Figure 1. Placed cells, one colour a class.
Scale: 8 px per um.
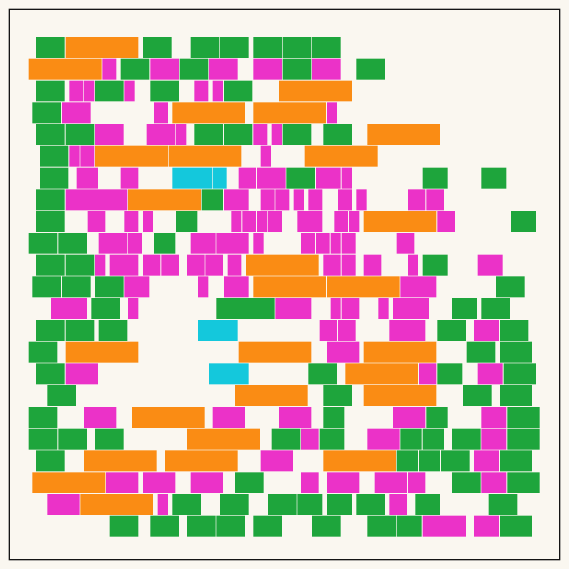
Figure 2. Clock routing.
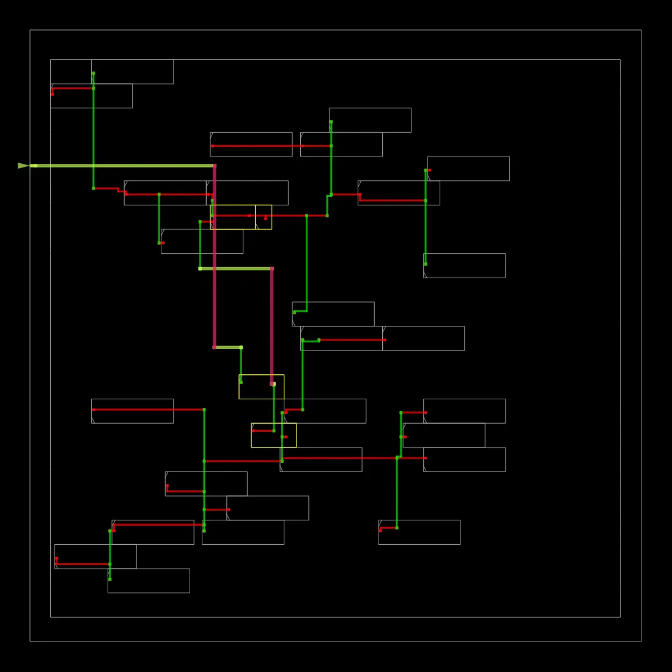
Figure 3. Metal 3.
Scale: 6 px per um.
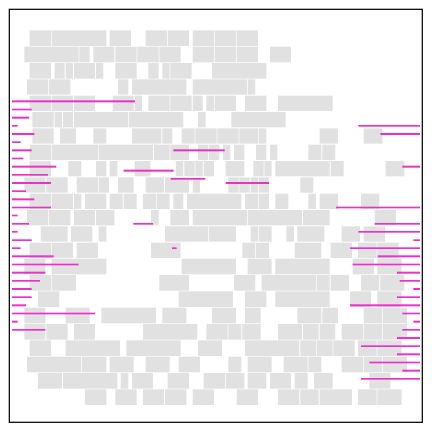
Figure 4. Wiring heat map.
Scale: 4 px per um. The die is cut into 14 by 14 equal tiles; dark purple is low, yellow is high, scaled to the fullest tile. Values are wire area over tile area, all layers added.
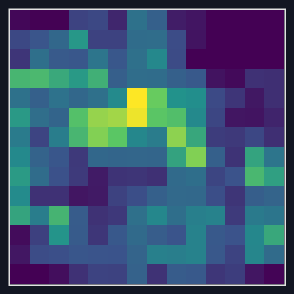
Figure 5. Ports around the boundary.
Scale: 6 px per um. Pins as bars across the die edge, other pins in grey.
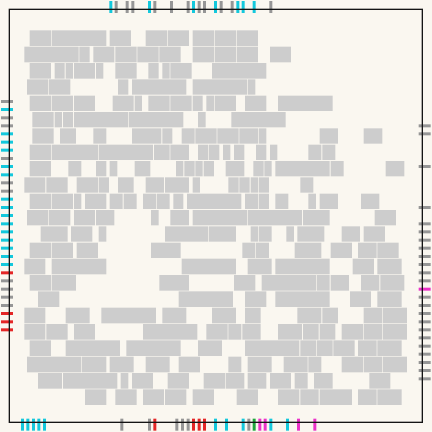
==> config.mk <==
export PLATFORM = sky130hd
export DESIGN_NAME = alu_issue_ctrl
export DESIGN_NICKNAME = d
export VERILOG_FILES = /design/src/rtl/alu_issue_ctrl.sv
export SDC_FILE = /design/constraint.sdc
export NUM_CORES = 1
export LEC_CHECK = 0
export CORE_MARGIN = 2
export CORE_UTILIZATION = 36
export CTS_CLUSTER_DIAMETER = 50
export DETAILED_ROUTE_END_ITERATION = 6
export HOLD_SLACK_MARGIN = 0.15
export PLACE_DENSITY = 0.88
export SYNTH_ARGS = -nofsm -noshare
export SYNTH_HDL_FRONTEND = slang
export SYNTH_SLANG_ARGS = --single-unit
==> constraint.sdc <==
create_clock -name clk -period 2.19 [get_ports clk]
set_input_delay 0.438 -clock clk [delete_from_list [all_inputs] [get_ports clk]]
set_output_delay 0.438 -clock clk [all_outputs]
set_load 0.03 [all_outputs]
==> flow_metrics.tcl <==
# metrics dict for downstream scripts
set metrics [dict create \
    worst_pin_slew_ps 535 \
    comb_area_um2 801 \
    crit_type "register to output port" \
    p_total_mw 3.11 \
    rrSetupSlack_ps 410 \
    clock_latency_ps 270 \
    viasPerCell 4.76 \
    synthToLayoutAreaGrowth_pct 72.3 \
    clk_share 0.0179 \
    postRouteAntennaNets 0 \
    synth.avg_cell_area_um2 10.4 \
    synth-xor-area-share 0.00583 \
    fin_cells 293 \
    synth_top_area_share 0.450 \
    cts_resized 36 \
    seq_power_mw 0.883 \
    post_cts_buffers 0 \
    tapcell.inserted 50 \
    placed_area_mm2 0.00251 \
    whs_path_depth 2 \
    timing.final.max_slew_violations 0 \
    aoi_share 0.0908 \
    ys_area_mm2 0.00150 \
    slowest_stage "or4_4" \
    synthFlopType "dfrtp_1" \
    inverters 5 \
    mostFrequentLayoutCells "clkdlybuf4s50_1 (71), dfrtp_1 (27), nand2_1 (12), and2_1 (12)" \
    fa_ha_area_frac 0.0400 \
    dr_wl_met2_um 1750 \
    hold_path_class "register to register" \
    setup_viol 0 \
    clkbuf_count 3 \
    hold_slack_ps 491 \
    path_depth 4 \
    io_pins 96 \
    drt_pre_antenna_iters 4 \
    p_int_mw 1.78 \
    slew_headroom 0.643 \
    period_minus_slack_ps 2170 \
    p_per_area_mw_per_mm2 1200 \
    dr_wl_met3_um 306 \
    pwr-share-clk 0.089 \
    ys.flops 27 \
    yosysCellCount 144 \
    switching_share 0.429 \
    n_fill_cell 318 \
    overflow 0 \
    ys_types 37 \
    critPathTopFamily "simple AND/OR/NAND/NOR gates" \
    fp_util 0.376 \
    required_ps 1750 \
    comb_power_mw 1.95 \
    first_global_vias 1260 \
    run_status "finished clean" \
    top_cells_by_count "dfrtp_1 (27), and2_1 (20), nand2_1 (12)" \
    grt_max_degree 18 \
    tritoncts "done" \
    logic_gates 107 \
    synthMuxAreaShare 0.151 \
    p_sw_mw 1.33 \
    lay_top_count "clkdlybuf4s50_1" \
    p_leak_nw 1.20 \
    place_congestion 0.752 \
    cts_hold_buffers 0 \
    grt-busiest-layer "met2" \
    grt_util_met1 0.194 \
    cts_root_buf "clkbuf_8" \
    p_seq_frac 0.284 \
    dominant_cells "non-clock buffers" \
    worstRegToRegCells 7 \
    drt_iter0_drc 47 \
    synth_seq_share 0.450 \
    start_kind "register" \
    fp_nets 208 \
    path_cells "or4_4, o21a_4, and2_4, buf_6" \
    final.setup.tns_ps 0 \
    edf_count 0 \
    simple_gate_share 0.225 \
    slowest_delay_ps 540 \
    power-top-group "combinational logic" \
    endpoint_kind "output port" \
    ys_warn_count 0 \
    antenna_found_initial 0 \
    synth_area_mm2 0.00150 \
    drc_errors 0 \
    hold_viol_final 0 \
    regArea_um2 676 \
    worst-path-buf-inv 1 \
    hpwlAfterDp_um 2960 \
    nets 308 \
    max_freq_mhz 460 \
    cts.clk_slew.worst_paths_ps 90 \
    critical_path.max_fanout 8 \
    drive_gt1_frac 0.177 \
    clockNetworkPower_mw 0.278 \
    maxUsedRoutingLayer "met4" \
    die_area_mm2 0.00471 \
    peakVddDrop_mv 0.834 \
    logic_family "simple AND/OR/NAND/NOR gates" \
    cts_buffer_depth 2 \
    combPwrFrac 0.627 \
    yosysTopAreaCell "dfrtp_1" \
    top_cell "dfrtp_1" \
    synthCells 144 \
    diodes 0 \
    cp.arrival_ps 1740 \
    period_used_share 0.993 \
    comb_share 0.309 \
    top_cells_by_area "dfrtp_1 (45%), and2_1 (8.3%), mux2i_1 (5.3%)" \
    wl_met1_um 1560 \
    post-place-ws_ps -119 \
    grtUsageMet2 0.252 \
    ys_async_sr_fraction 1.00 \
    core_area_mm2 0.00400 \
    clock-sinks 27 \
    maxCapViolations 0 \
    ctsHtreeMaxLevel 1 \
    grt_pass1_wl_um 5390 \
    rsz0062_at_grt "true" \
    setup_ws_ps 16.0 \
]
Notes on Figure 1 above:
legend:
  other buffers and delay cells:
    colour: green
    cells: 100
    share_of_their_area: 39%
  clock drivers and dummy loads:
    colour: cyan
    cells: 4
    share_of_their_area: 1.8%
  flip-flops:
    colour: orange
    cells: 27
    share_of_their_area: 27%
  all other logic:
    colour: magenta
    cells: 112
    share_of_their_area: 32%
flop share of the area: 0.261
post-route cell area: 0.00259 mm2
Final Util: 0.647
Row Count: 23

Notes on Figure 2 above:
CTS Buf Count: 3
Setup Skew: 0.806 ps
flop count: 27

Notes on Figure 3 above:
nets with wire on the layer: 57
wire length on this layer: 307 um
main direction: horizontal
longest straight run: 20.2 um
share of all routed wire: 8.4%
Routed WL: 3640 um
met3 Track Usage GR: 0.0292
total number of vias: 1396

Notes on Figure 4 above:
emptiest ninth of the die: top right
nearly empty tiles: 9.7%
fullest tile: 0.41
mean over tiles: 0.13
tiles over half the peak: 16%
GR Util All Layers: 0.150
DR WL/cell: 12.4 um

Notes on Figure 5 above:
legend:
  `alu_op1`:
    colour: red
    pins: 8
    direction: output
    edge: 4 bottom, 4 left
  `wb_valid`:
    colour: green
    pins: 1
    direction: output
    edge: bottom
  `instr`:
    colour: cyan
    pins: 32
    direction: input
    edge: 15 left, 10 bottom, 7 top
  `wb_rd`:
    colour: magenta
    pins: 5
    direction: output
    edge: 4 bottom, 1 right
die width: 68.6 um
Die Y: 68.6 um
Port-buffer cells: 90

Power is estimated from default activity; no workload was simulated.
